File: src/rtl/fpu_issue_arbiter_if.sv
// Bundle of request, execution-unit, response and status signals for
// fpu_issue_arbiter.
//
//   Requesters  : reqValid, reqReady, reqOp, reqA, reqB (per requester, packed)
//   FP unit     : exValid, exOp, exA, exB (to unit); exResult, exFlags (from unit)
//   Responses   : rspValid, rspReady, rspResult, rspFlags (per requester, packed)
//   Status      : flagsAcc, flagsClr, issueCount, idle
//
// Modport slave is the arbiter side; modport master is the requester/unit side.
interface fpu_issue_arbiter_if #(
    parameter int unsigned NREQ = 4
);
    logic [NREQ-1:0]      reqValid;
    logic [NREQ-1:0]      reqReady;
    logic [2*NREQ-1:0]    reqOp;
    logic [16*NREQ-1:0]   reqA;
    logic [16*NREQ-1:0]   reqB;

    logic                 exValid;
    logic [1:0]           exOp;
    logic [15:0]          exA;
    logic [15:0]          exB;
    logic [15:0]          exResult;
    logic [2:0]           exFlags;

    logic [NREQ-1:0]      rspValid;
    logic [NREQ-1:0]      rspReady;
    logic [16*NREQ-1:0]   rspResult;
    logic [3*NREQ-1:0]    rspFlags;

    logic [2:0]           flagsAcc;
    logic                 flagsClr;
    logic [15:0]          issueCount;
    logic                 idle;

    modport slave (
        input  reqValid, reqOp, reqA, reqB,
        input  exResult, exFlags,
        input  rspReady, flagsClr,
        output reqReady,
        output exValid, exOp, exA, exB,
        output rspValid, rspResult, rspFlags,
        output flagsAcc, issueCount, idle
    );

    modport master (
        output reqValid, reqOp, reqA, reqB,
        output exResult, exFlags,
        output rspReady, flagsClr,
        input  reqReady,
        input  exValid, exOp, exA, exB,
        input  rspValid, rspResult, rspFlags,
        input  flagsAcc, issueCount, idle
    );
endinterface

File: src/rtl/fpu_issue_arbiter.sv
// Round-robin issue arbiter sharing one fixed-latency FP16 add/sub/mul unit
// among NREQ requesters.
//
// Ports:
//   clock    - single clock, rising edge
//   reset_L  - synchronous, active-low reset
//   bus      - fpu_issue_arbiter_if.slave:
//                request grant (reqReady, combinational one-hot/zero),
//                registered issue to the unit (exValid/exOp/exA/exB),
//                unit result/flags return, per-requester response slots,
//                sticky flag accumulator, accept counter, idle status.
//
// Each accepted request (including reserved op 11) enters a LAT+1 deep tag
// pipe; when a tag leaves the last stage the unit output is captured into
// the originating requester's response slot. Reserved ops never reach the
// unit and return a canonical NaN with no flags.
module fpu_issue_arbiter #(
    parameter int unsigned NREQ = 4,
    parameter int unsigned LAT  = 2
) (
    input  logic               clock,
    input  logic               reset_L,
    fpu_issue_arbiter_if.slave bus
);

    localparam int unsigned IDW = (NREQ > 1) ? $clog2(NREQ) : 1;
    localparam logic [15:0] QNAN = 16'h7E00;

    typedef struct packed {
        logic           valid;
        logic           illegal;
        logic [IDW-1:0] id;
    } tag_t;

    // ------------------------------------------------------------------
    // State
    // ------------------------------------------------------------------
    logic [NREQ-1:0]    busy;
    logic [IDW-1:0]     rrPtr;
    tag_t               tagPipe [LAT+1];

    logic               exValidQ;
    logic [1:0]         exOpQ;
    logic [15:0]        exAQ;
    logic [15:0]        exBQ;

    logic [NREQ-1:0]    rspValidQ;
    logic [16*NREQ-1:0] rspResultQ;
    logic [3*NREQ-1:0]  rspFlagsQ;
    logic [2:0]         flagsAccQ;
    logic [15:0]        issueCountQ;

    // ------------------------------------------------------------------
    // Combinational arbitration
    // ------------------------------------------------------------------
    logic [NREQ-1:0]    eligible;
    logic [NREQ-1:0]    grant;
    logic [IDW-1:0]     gntIdx;
    logic [IDW-1:0]     rrNext;
    logic               accept;
    logic [1:0]         gntOp;
    logic [15:0]        gntA;
    logic [15:0]        gntB;
    logic               gntLegal;
    tag_t               newTag;

    assign eligible = bus.reqValid & ~busy;

    // Rotating-priority search starting at rrPtr. The candidate index is
    // reduced modulo NREQ by a single subtract since rrPtr < NREQ and
    // k < NREQ. No grant is ever presented while reset is asserted.
    always_comb begin
        int unsigned cand;
        grant  = '0;
        gntIdx = '0;
        cand   = 0;
        for (int unsigned k = 0; k < NREQ; k++) begin
            cand = 32'(rrPtr) + k;
            if (cand >= NREQ) begin
                cand = cand - NREQ;
            end
            if (reset_L && (grant == '0) && eligible[cand]) begin
                grant[cand] = 1'b1;
                gntIdx      = IDW'(cand);
            end
        end
    end

    assign accept = |grant;
    assign rrNext = (gntIdx == IDW'(NREQ - 1)) ? '0 : gntIdx + 1'b1;

    // One-hot operand mux for the granted requester.
    always_comb begin
        gntOp = '0;
        gntA  = '0;
        gntB  = '0;
        for (int unsigned i = 0; i < NREQ; i++) begin
            if (grant[i]) begin
                gntOp = bus.reqOp[2*i +: 2];
                gntA  = bus.reqA[16*i +: 16];
                gntB  = bus.reqB[16*i +: 16];
            end
        end
    end

    assign gntLegal = (gntOp != 2'b11);

    always_comb begin
        newTag         = '0;
        newTag.valid   = accept;
        newTag.illegal = accept && !gntLegal;
        newTag.id      = gntIdx;
    end

    // ------------------------------------------------------------------
    // Capture path (last tag-pipe stage lines up with the unit output)
    // ------------------------------------------------------------------
    tag_t               capTag;
    logic [NREQ-1:0]    capSet;
    logic [15:0]        capResult;
    logic [2:0]         capFlags;
    logic               capLegal;
    logic [NREQ-1:0]    rspFire;

    assign capTag    = tagPipe[LAT];
    assign capLegal  = capTag.valid && !capTag.illegal;
    assign capResult = capTag.illegal ? QNAN : bus.exResult;
    assign capFlags  = capTag.illegal ? 3'b000 : bus.exFlags;
    assign rspFire   = rspValidQ & bus.rspReady;

    always_comb begin
        capSet = '0;
        for (int unsigned i = 0; i < NREQ; i++) begin
            if (capTag.valid && (capTag.id == IDW'(i))) begin
                capSet[i] = 1'b1;
            end
        end
    end

    // ------------------------------------------------------------------
    // Arbitration state, issue registers and tag pipe
    // ------------------------------------------------------------------
    always_ff @(posedge clock) begin
        if (!reset_L) begin
            busy     <= '0;
            rrPtr    <= '0;
            exValidQ <= 1'b0;
            exOpQ    <= '0;
            exAQ     <= '0;
            exBQ     <= '0;
            for (int unsigned k = 0; k <= LAT; k++) begin
                tagPipe[k] <= '0;
            end
        end else begin
            // Grant and retire can never hit the same requester in one
            // cycle: a requester with a full slot is still busy.
            busy <= (busy | grant) & ~rspFire;

            if (accept) begin
                rrPtr <= rrNext;
            end

            exValidQ <= accept && gntLegal;
            if (accept && gntLegal) begin
                exOpQ <= gntOp;
                exAQ  <= gntA;
                exBQ  <= gntB;
            end

            tagPipe[0] <= newTag;
            for (int unsigned k = 1; k <= LAT; k++) begin
                tagPipe[k] <= tagPipe[k-1];
            end
        end
    end

    // ------------------------------------------------------------------
    // Response slots, flag accumulator, accept counter
    // ------------------------------------------------------------------
    always_ff @(posedge clock) begin
        if (!reset_L) begin
            rspValidQ   <= '0;
            rspResultQ  <= '0;
            rspFlagsQ   <= '0;
            flagsAccQ   <= '0;
            issueCountQ <= '0;
        end else begin
            rspValidQ <= (rspValidQ & ~rspFire) | capSet;
            for (int unsigned i = 0; i < NREQ; i++) begin
                if (capSet[i]) begin
                    rspResultQ[16*i +: 16] <= capResult;
                    rspFlagsQ[3*i +: 3]    <= capFlags;
                end
            end

            // A clear coinciding with a capture keeps only the new flags.
            flagsAccQ <= (bus.flagsClr ? 3'b000 : flagsAccQ)
                       | (capLegal ? bus.exFlags : 3'b000);

            if (accept) begin
                issueCountQ <= issueCountQ + 16'd1;
            end
        end
    end

    // ------------------------------------------------------------------
    // Outputs
    // ------------------------------------------------------------------
    assign bus.reqReady   = grant;
    assign bus.exValid    = exValidQ;
    assign bus.exOp       = exOpQ;
    assign bus.exA        = exAQ;
    assign bus.exB        = exBQ;
    assign bus.rspValid   = rspValidQ;
    assign bus.rspResult  = rspResultQ;
    assign bus.rspFlags   = rspFlagsQ;
    assign bus.flagsAcc   = flagsAccQ;
    assign bus.issueCount = issueCountQ;
    assign bus.idle       = (busy == '0);

endmodule

File: src/flat_wrapper.sv
// flat-port wrapper written by rule: the top's interface ports become plain ports
module fpu_issue_arbiter_flat 
#(
    parameter int unsigned NREQ = 4,
    parameter int unsigned LAT  = 2
)
  (clock, reset_L, bus_reqValid, bus_reqOp, bus_reqA, bus_reqB, bus_exResult, bus_exFlags, bus_rspReady, bus_flagsClr, bus_reqReady, bus_exValid, bus_exOp, bus_exA, bus_exB, bus_rspValid, bus_rspResult, bus_rspFlags, bus_flagsAcc, bus_issueCount, bus_idle);
  fpu_issue_arbiter_if #(.NREQ(NREQ)) bus_i ();
  input  logic clock;
  input  logic reset_L;
  input wire logic [$bits(bus_i.reqValid)-1:0] bus_reqValid;
  input wire logic [$bits(bus_i.reqOp)-1:0] bus_reqOp;
  input wire logic [$bits(bus_i.reqA)-1:0] bus_reqA;
  input wire logic [$bits(bus_i.reqB)-1:0] bus_reqB;
  input wire logic [$bits(bus_i.exResult)-1:0] bus_exResult;
  input wire logic [$bits(bus_i.exFlags)-1:0] bus_exFlags;
  input wire logic [$bits(bus_i.rspReady)-1:0] bus_rspReady;
  input wire logic [$bits(bus_i.flagsClr)-1:0] bus_flagsClr;
  output wire logic [$bits(bus_i.reqReady)-1:0] bus_reqReady;
  output wire logic [$bits(bus_i.exValid)-1:0] bus_exValid;
  output wire logic [$bits(bus_i.exOp)-1:0] bus_exOp;
  output wire logic [$bits(bus_i.exA)-1:0] bus_exA;
  output wire logic [$bits(bus_i.exB)-1:0] bus_exB;
  output wire logic [$bits(bus_i.rspValid)-1:0] bus_rspValid;
  output wire logic [$bits(bus_i.rspResult)-1:0] bus_rspResult;
  output wire logic [$bits(bus_i.rspFlags)-1:0] bus_rspFlags;
  output wire logic [$bits(bus_i.flagsAcc)-1:0] bus_flagsAcc;
  output wire logic [$bits(bus_i.issueCount)-1:0] bus_issueCount;
  output wire logic [$bits(bus_i.idle)-1:0] bus_idle;
  assign bus_i.reqValid = bus_reqValid;
  assign bus_i.reqOp = bus_reqOp;
  assign bus_i.reqA = bus_reqA;
  assign bus_i.reqB = bus_reqB;
  assign bus_i.exResult = bus_exResult;
  assign bus_i.exFlags = bus_exFlags;
  assign bus_i.rspReady = bus_rspReady;
  assign bus_i.flagsClr = bus_flagsClr;
  assign bus_reqReady = bus_i.reqReady;
  assign bus_exValid = bus_i.exValid;
  assign bus_exOp = bus_i.exOp;
  assign bus_exA = bus_i.exA;
  assign bus_exB = bus_i.exB;
  assign bus_rspValid = bus_i.rspValid;
  assign bus_rspResult = bus_i.rspResult;
  assign bus_rspFlags = bus_i.rspFlags;
  assign bus_flagsAcc = bus_i.flagsAcc;
  assign bus_issueCount = bus_i.issueCount;
  assign bus_idle = bus_i.idle;
  fpu_issue_arbiter #(.NREQ(NREQ), .LAT(LAT)) u_core (.clock(clock), .reset_L(reset_L), .bus(bus_i));
endmodule
File: config.mk
export PLATFORM = sky130hd
export DESIGN_NAME = fpu_issue_arbiter_flat
export DESIGN_NICKNAME = d
export VERILOG_FILES = /design/src/rtl/fpu_issue_arbiter_if.sv /design/src/rtl/fpu_issue_arbiter.sv /design/src/flat_wrapper.sv
export SDC_FILE = /design/constraint.sdc
export NUM_CORES = 1
export LEC_CHECK = 0
export ABC_AREA = 1
export CORE_ASPECT_RATIO = 1.5
export CORE_MARGIN = 5
export CORE_UTILIZATION = 43
export DETAILED_ROUTE_END_ITERATION = 12
export GPL_TIMING_DRIVEN = 0
export PLACE_DENSITY_LB_ADDON = 0.12
export SYNTH_ARGS = -nofsm -noshare
export SYNTH_HDL_FRONTEND = slang
export SYNTH_SLANG_ARGS = --single-unit
export TNS_END_PERCENT = 100
File: constraint.sdc
create_clock -name clock -period 4.1 [get_ports clock]
set_input_delay 0.615 -clock clock [delete_from_list [all_inputs] [get_ports clock]]
set_output_delay 0.615 -clock clock [all_outputs]
set_load 0.005 [all_outputs]
==> results.sh, run 1 <==
# implementation run metrics
export IMPL_syn_avg_cell_area_um2=6.90
export IMPL_drc=0
export IMPL_p_seq_share_pct=23.0
export IMPL_fill_cells=1443
export IMPL_drtIter0Drc=396
export IMPL_p_sw_share_pct=43.9
export IMPL_dr_total_vias=7825
export IMPL_warning_count=32
export IMPL_drtPass1Iterations=5
export IMPL_tns_ps=0
export IMPL_comb_power_share_pct=57.9
export IMPL_die_height_um=168
export IMPL_p_sw_mw=3.63
export IMPL_fin_crit_ps=3890
export IMPL_status="finished clean"
export IMPL_fin_area_um2=11100
export IMPL_grt_antenna_before_repair=0
export IMPL_finalNetCount=1529
export IMPL_die_area_um2=19300
export IMPL_holdBufCountCts=0
export IMPL_ys_area_um2=7120
export IMPL_cts_tree="yes"
export IMPL_initCoreUtil_pct=43.8
export IMPL_comb_power_mw=4.79
export IMPL_startpoint_type="flip-flop"
export IMPL_root_buffer="clkbuf_16"
export IMPL_yosys_warnings=0
export IMPL_post_route_util_pct=68.3
export IMPL_ant_nets=0
export IMPL_whs_ps=426
export IMPL_die_w_um=115
export IMPL_hp_class="flip-flop to flip-flop"
export IMPL_drive_gt1_share_pct=9.14
export IMPL_io_buffers=304
export IMPL_instances_no_fill=1573
export IMPL_worst_pin_slew_ps=625
export IMPL_r2r_cells=22
export IMPL_clk_pin_slew_ps=60
export IMPL_cts_num_sinks=152
export IMPL_cpPeakStageDelay_ps=510
export IMPL_grt_pass1_wl_mm=40.1
export IMPL_diodes=0
export IMPL_comb_area_um2=3570
export IMPL_synth_nets=1205
export IMPL_setup_slack_ps=206
export IMPL_clockBufferDepth=2
export IMPL_crit_type="flip-flop to output port"
export IMPL_top_power_group="combinational cells"
export IMPL_grt_use_total_pct=26.1
export IMPL_vias_per_cell=4.97
export IMPL_regArea_um2=3050
export IMPL_ioPinCount=305
export IMPL_synth_cell_area_um2=7120
export IMPL_postSynthCellCount=1031
export IMPL_crit_required_ps=3480
export IMPL_ys_ff=152
export IMPL_coreArea_um2=16300
export IMPL_numCtsBuffers=17
export IMPL_synth_seq_share_pct=42.7
export IMPL_hold_path_depth=2
export IMPL_dp_cells=1541
export IMPL_p_int_mw=4.64
export IMPL_ys_cells=1031
export IMPL_ir_drop_mv=0.738
export IMPL_hold_viol=0
export IMPL_p_leak_nw=4.65
export IMPL_gr_total_overflow=0
export IMPL_crit_top_cell="nor2_4"
export IMPL_powerDensity_nw_per_um2=744
export IMPL_setup_viol=0
export IMPL_gp_congestion=0.924
export IMPL_htree_levels=4
export IMPL_total_power_mw=8.27
[run 1: worst paths after layout]
kind	end	start	slack, ps
worst max-delay path	bus_reqReady[2]	u_core.rrPtr[1]	210
worst min-delay path	u_core.tagPipe[0][7]	u_core.tagPipe[0][3]	430
worst max register to register	u_core.bus.issueCount[9]	u_core.rrPtr[1]	610
worst min register to register	u_core.tagPipe[0][7]	u_core.tagPipe[0][3]	430
[run 1: routing by layer]
metal | vias to the layer above | share of wire (%) | global-route usage (%)
met5 | - | 0 | 0
met4 | 0 | 3.1 | 9.91
met3 | 49 | 9.2 | 8.41
met2 | 288 | 51 | 47.8
met1 | 3518 | 36 | 26.9
li1 | 3970 | - | -
[run 1: what timing repair did]
| action | 4_1_cts | 5_1_grt |
|---|---|---|
| pin swaps | 0 | 2 |
| gates resized | 7 | 17 |
| setup buffers | 2 | 1 |
| endpoints found under the hold margin | 0 | 0 |
| setup endpoints to repair | 4 | 4 |
[run 1: cells in the mapped netlist (all sizes together)]
cell type | number | area, µm²
a211oi | 8 | 60.1
a21oi | 106 | 531
a31oi | 2 | 12.5
and3 | 1 | 6.26
buf | 18 | 135
clkbuf | 38 | 143
clkinv | 4 | 15.0
dfxtp | 152 | 3040
ha | 8 | 100
inv | 69 | 262
nand2 | 253 | 972
nand3 | 68 | 370
nand3b | 1 | 7.51
nand4 | 9 | 56.3
nor2 | 151 | 599
nor3 | 11 | 55.1
nor4 | 2 | 12.5
o211ai | 2 | 15.0
o21a | 4 | 30.0
o21ai | 81 | 405
o21bai | 1 | 11.3
o31ai | 1 | 12.5
or2 | 38 | 238
xor2 | 3 | 26.3
[run 1: kinds of logic (layout without fill, tap and decap cells)]
logic type               count (synthesis)  after routing  share of synthesized area [%]
buffers and inverters                  129            465                           7.79
adder cells (fa/ha/maj)                  8              8                           1.41
AND/OR/NAND/NOR                        534            534                           32.6
flip-flops                             152            152                           42.7
XOR/XNOR                                 3              3                          0.369
AND-OR/OR-AND                          205            205                           15.1
[run 1: area by class of cell]
| class | count | share of cell area [%] |
|---|---|---|
| Clock inverter | 14 | 1.46 |
| Sequential cell | 152 | 27.5 |
| Timing Repair Buffer | 307 | 27.6 |
| Multi-Input combinational cell | 750 | 32.2 |
| Buffer | 54 | 2.66 |
| Tap cell | 206 | 2.32 |
| Clock buffer | 17 | 3.83 |
| Inverter | 73 | 2.52 |
[run 1: sequential cells by signal (all words and copies together), names as in the netlist, named ones only]
name / count
u_core.bus.issueCount: 16
u_core.bus.exA: 16
u_core.bus.exOp: 2
u_core.bus.rspResult: 64
u_core.bus.rspFlags: 12
u_core.bus.rspValid: 4
u_core.bus.exB: 16
u_core.rrPtr: 1
u_core.busy: 4
u_core.bus.flagsAcc: 3
u_core.bus.exValid: 1
u_core.tagPipe: 12
[run 1: worst reg2reg max path: stages (launching register included)]
cell	delay, ps
dfxtp_4	410
clkinvlp_4	170
ha_4	310
inv_1	70
nand2_1	70
nand3_1	120
nor2_4	160
nand3_1	100
nand2_2	120
nor2_4	50
nand3_2	140
o21bai_4	90
nor2_4	150
nand4_1	110
nand2_2	130
buf_4	130
nor2_1	50
nand2_2	210
inv_1	200
nor2_1	240
nand3_1	150
o21ai_0	180
nor2_1	50
==> run_1/power_grid.png <==
The bar under the picture is 20 µm long. Pins as bars on the die edge. Tap cells in gray.
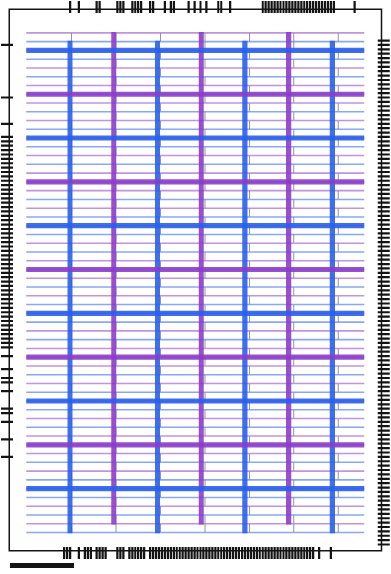
- VSS: blue
- VDD: purple
- met1 rails: 58
- signal pins: 305
- met4 straps: 7

==> run_1/placement_by_type.png <==
The bar under the picture is 20 µm long.
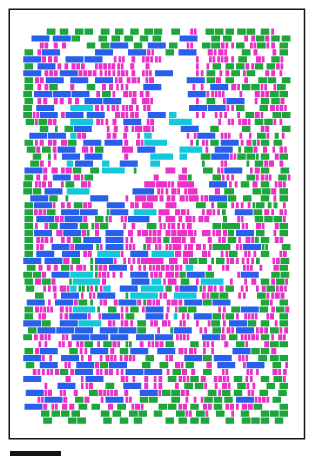
- clock drivers and dummy loads: cyan (cells 31)
- remaining buffers and delay cells: green (cells 361)
- combinational and other logic: magenta (cells 823)
- sequential cells: blue (cells 152)

==> run_1/clk_routes.png <==
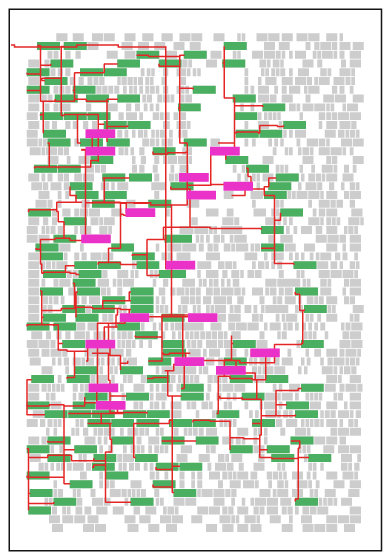
- clock drivers: magenta (count 17)
- clock wires: red (length 1930 µm)
- flip-flops: green (count 152)
- flops lie: all over the die
Power Clock: 1.58 mW
clk_lat worst skew: 420 ps
Worst Skew: 13.5 ps
clock share of power: 19.2%

==> run_1/wires.png <==
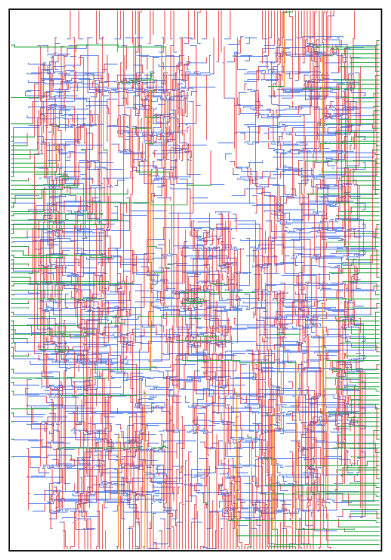
- metal 1: blue (wire length 9460 µm)
- metal 3: green (wire length 2390 µm)
- metal 2: red (wire length 13400 µm)
- metal 4: orange (wire length 809 µm)

## Run 2: what changed since run 1
Settings changed: CORE_UTILIZATION 43 to 46.
Clock period 4.1 ns to 4.6 ns, I/O delays scaled along.
==> run_2/power_grid.png <==
The bar under the picture is 20 µm long. Pins as bars on the die edge. Tap cells in gray.
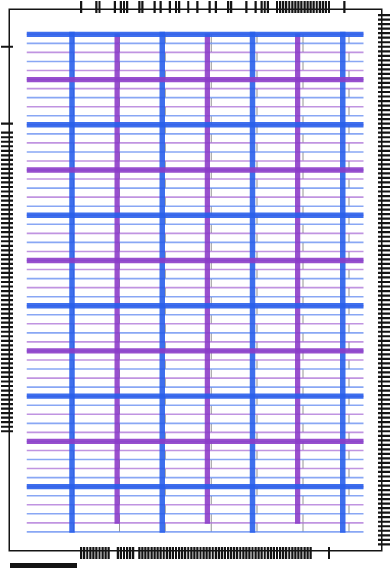
- VSS: blue
- VDD: purple
- met1 rails: 56
- rows: 55
- tap cells: 199
- met4 straps: 7
- signal pins: 305
Die Span Y: 162 µm
Max VDD drop: 0.434 mV
Core Box Area: 15100 µm²
Die Wd: 112 µm

==> run_2/congestion.png <==
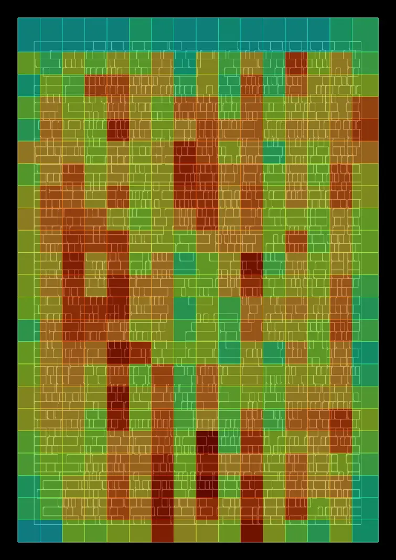
met2 Use GR: 51.8%
grt met1 use: 29.9%

==> results.sh, run 2 <==
# implementation run metrics
export IMPL_hold_viol=0
export IMPL_p_int_mw=4.03
export IMPL_largest_reg_flops=64
export IMPL_crit_type="flip-flop to output port"
export IMPL_cp_end_kind="output port"
export IMPL_p_sw_share_pct=44.4
export IMPL_drc=0
export IMPL_powerDensity_nw_per_um2=659
export IMPL_fin_crit_ps=4220
export IMPL_drtIter0Drc=391
export IMPL_finalNetCount=1526
export IMPL_grt_antenna_before_repair=4
export IMPL_slowest_stage="clkdlybuf4s50_1"
export IMPL_grt_use_total_pct=28.5
export IMPL_grt_pass1_vias=7831
export IMPL_yosysUniqueCellTypes=35
export IMPL_drive_gt1_share_pct=8.35
export IMPL_hold_path_depth=2
export IMPL_worst_skew_pair_late_latency_ps=430
export IMPL_hp_class="flip-flop to flip-flop"
export IMPL_crit_path_max_fanout=19
export IMPL_gp_congestion=0.917
export IMPL_ys_area_um2=7120
export IMPL_startpoint_type="flip-flop"
export IMPL_ys_ff=152
export IMPL_comb_power_share_pct=57.5
export IMPL_p_sw_mw=3.22
export IMPL_whs_endpoint="u_core.tagPipe[0][7]"
export IMPL_cp_data_arrival_time_ps=3530
export IMPL_crit_chain="buf_6 > inv_4 > ha_1 > inv_1 > nand2_1 > nand3_1 > nor2_2 > nand3_1 > nand2_1 > nor2_4 > nand3_2 > o21bai_2 > nor2_2 > nand4_1 > nand2_2 > buf_6 > clkdlybuf4s50_1"
export IMPL_gr_total_overflow=0
export IMPL_p_clk_share_pct=19.1
export IMPL_core_rowCount=55
export IMPL_synth_nets=1205
export IMPL_root_buffer="clkbuf_16"
export IMPL_edf_count=0
export IMPL_post_route_period_util_pct=91.8
export IMPL_r2r_end="u_core.bus.exB[12]"
export IMPL_initCoreUtil_pct=47.0
export IMPL_setup_viol=0
export IMPL_setup_slack_ps=376
export IMPL_synthTopCellsByArea="dfxtp_1 (43%), nand2_1 (13%), nor2_1 (7.6%), a21oi_1 (7.5%), o21ai_0 (5.5%)"
export IMPL_synthXorXnorAreaFrac_pct=0.369
export IMPL_io_buffers=304
export IMPL_synth_seq_share_pct=42.7
export IMPL_grt_pass1_wl_mm=41.4
export IMPL_fmax_mhz=237
export IMPL_yosys_warnings=0
export IMPL_die_area_um2=18100
export IMPL_finalMaxSlewViolations=0
export IMPL_ff2ff_setup_slack_ps=1010
export IMPL_synth_cell_area_um2=7120
export IMPL_clockBufferDepth=2
export IMPL_drtPass1Iterations=4
export IMPL_ant_nets=0
export IMPL_grt_max_degree=20
export IMPL_pre_cts_slack_ps=-274
export IMPL_cts_num_sinks=152
export IMPL_ys_sh_adder_pct=1.41
export IMPL_syn_avg_cell_area_um2=6.90
export IMPL_numCtsBuffers=17
export IMPL_ys_sh_aoi_pct=15.1
export IMPL_r2r_cells=25
export IMPL_hp_start="u_core.tagPipe[0][3]"
export IMPL_p_leak_nw=4.63
export IMPL_holdBufCountCts=0
export IMPL_yosysMostFrequentCell="nand2_1"
export IMPL_area_delta_synth_final_pct=54.4
export IMPL_slew_headroom_pct=56.7
export IMPL_ys_cells=1031
export IMPL_top_area_cell="dfxtp_1"
export IMPL_status="finished clean"
export IMPL_synth_top_area_share_pct=42.7
export IMPL_ioPinCount=305
export IMPL_postSynthCellCount=1031
export IMPL_worst_pin_slew_ps=649
export IMPL_dp_cells=1534
export IMPL_cts_tree="yes"
export IMPL_instances_no_fill=1566
export IMPL_drt_total_wl_mm=26.3
export IMPL_synthMuxAreaShare_pct=0
export IMPL_crit_required_ps=3910
export IMPL_maxCapViolations=0
export IMPL_wire_per_inst_um=16.8
export IMPL_ff_type="dfxtp_1"
export IMPL_lay_top_count="clkdlybuf4s50_1"
export IMPL_dr_total_vias=7914
export IMPL_dpl_hpwl_mm=20.6
export IMPL_synthTopCellsByCount="nand2_1 (244), dfxtp_1 (152), nor2_1 (144)"
export IMPL_ys_top_logic_family="simple AND/OR/NAND/NOR gates"
export IMPL_p_seq_share_pct=23.4
export IMPL_warning_count=32
export IMPL_clk_pin_slew_ps=70
export IMPL_yosys_area_share_simple_pct=32.6
export IMPL_whs_ps=417
export IMPL_vias_per_cell=5.05
export IMPL_cpPeakStageDelay_ps=540
export IMPL_async_reset_ff_share_pct=0
export IMPL_htree_levels=4
export IMPL_rsz0062_at_grt="no"
export IMPL_finClkSkew_ps=12.5
export IMPL_final_cell_mix="clkdlybuf4s50_1 (304), nand2_1 (244), dfxtp_1 (151)"
[run 2: cells by family (layout without fill, tap and decap cells)]
group,Yosys count,count (layout)
AND-OR/OR-AND,205,205
buffers and inverters,129,463
adder cells (fa/ha/maj),8,8
flip-flops,152,152
XOR/XNOR,3,3
other,0,2
AND/OR/NAND/NOR,534,534
[run 2: metal layers]
layer	global-route usage, %	vias up	part of all wire (%)
li1	-	3978	-
met3	10.2	58	8.2
met2	51.8	306	51
met5	0	-	0.10
met1	29.9	3568	37
met4	11.1	4	3.5
[run 2: stage by stage]
stage	utilization (%)	setup TNS (ps)	instance area (µm²)	total power [mW]
after floorplan	-	0	7120	4.53
after global placement	68.8	-494	10400	5.83
after detailed placement	68.8	-532	10400	5.91
after CTS	72.5	0	11000	7.29
after global routing	72.6	0	11000	7.89
final	72.6	0	11000	7.25
[run 2: worst max-delay path, delay by kind of cell, from the launching register on]
family	cells	cell delay, ps
AOI/OAI and AO/OA	1	80
adders and majority gates	1	310
buffers and inverters	5	1060
DFF	1	440
and+or+nand+nor	10	1200
[run 2: worst max path at each step]
stage,start,endpoint,cells past startpoint
3_5_place_dp,reset_L,bus_reqReady[3],15
6_report,flip-flop,bus_reqReady[2],17
2_1_floorplan,flip-flop,bus_reqReady[3],17
3_3_place_gp,reset_L,bus_reqReady[3],15
5_1_grt,flip-flop,bus_reqReady[2],17
4_1_cts,reset_L,bus_reqReady[3],14
[run 2: power by group through the flow]
stage	logic, mW	clock network [mW]	registers (mW)
6_report	4.17	1.38	1.69
5_1_grt	4.70	1.47	1.72
4_1_cts	4.20	1.40	1.69
3_5_place_dp	4.19	0	1.72
3_3_place_gp	4.12	0	1.72
2_1_floorplan	2.83	0	1.71
[run 2: timing repair]
| item | CTS | global route |
|---|---|---|
| cloned | 0 | 0 |
| gates resized | 0 | 4 |
| buffers inserted | 0 | 0 |
| setup endpoints to repair | 2 | 2 |
[run 2: cell type report]
type,instances,area (µm²)
inverter,73,277
tap,199,249
multi-input combinational,750,3520
sequential,152,3040
antenna,2,5.00
clock inverter,14,149
fill,1264,4150
clock buffer,18,429
timing repair buffer,304,3040
buffer,54,275
Power and IR drop assume default switching activity.
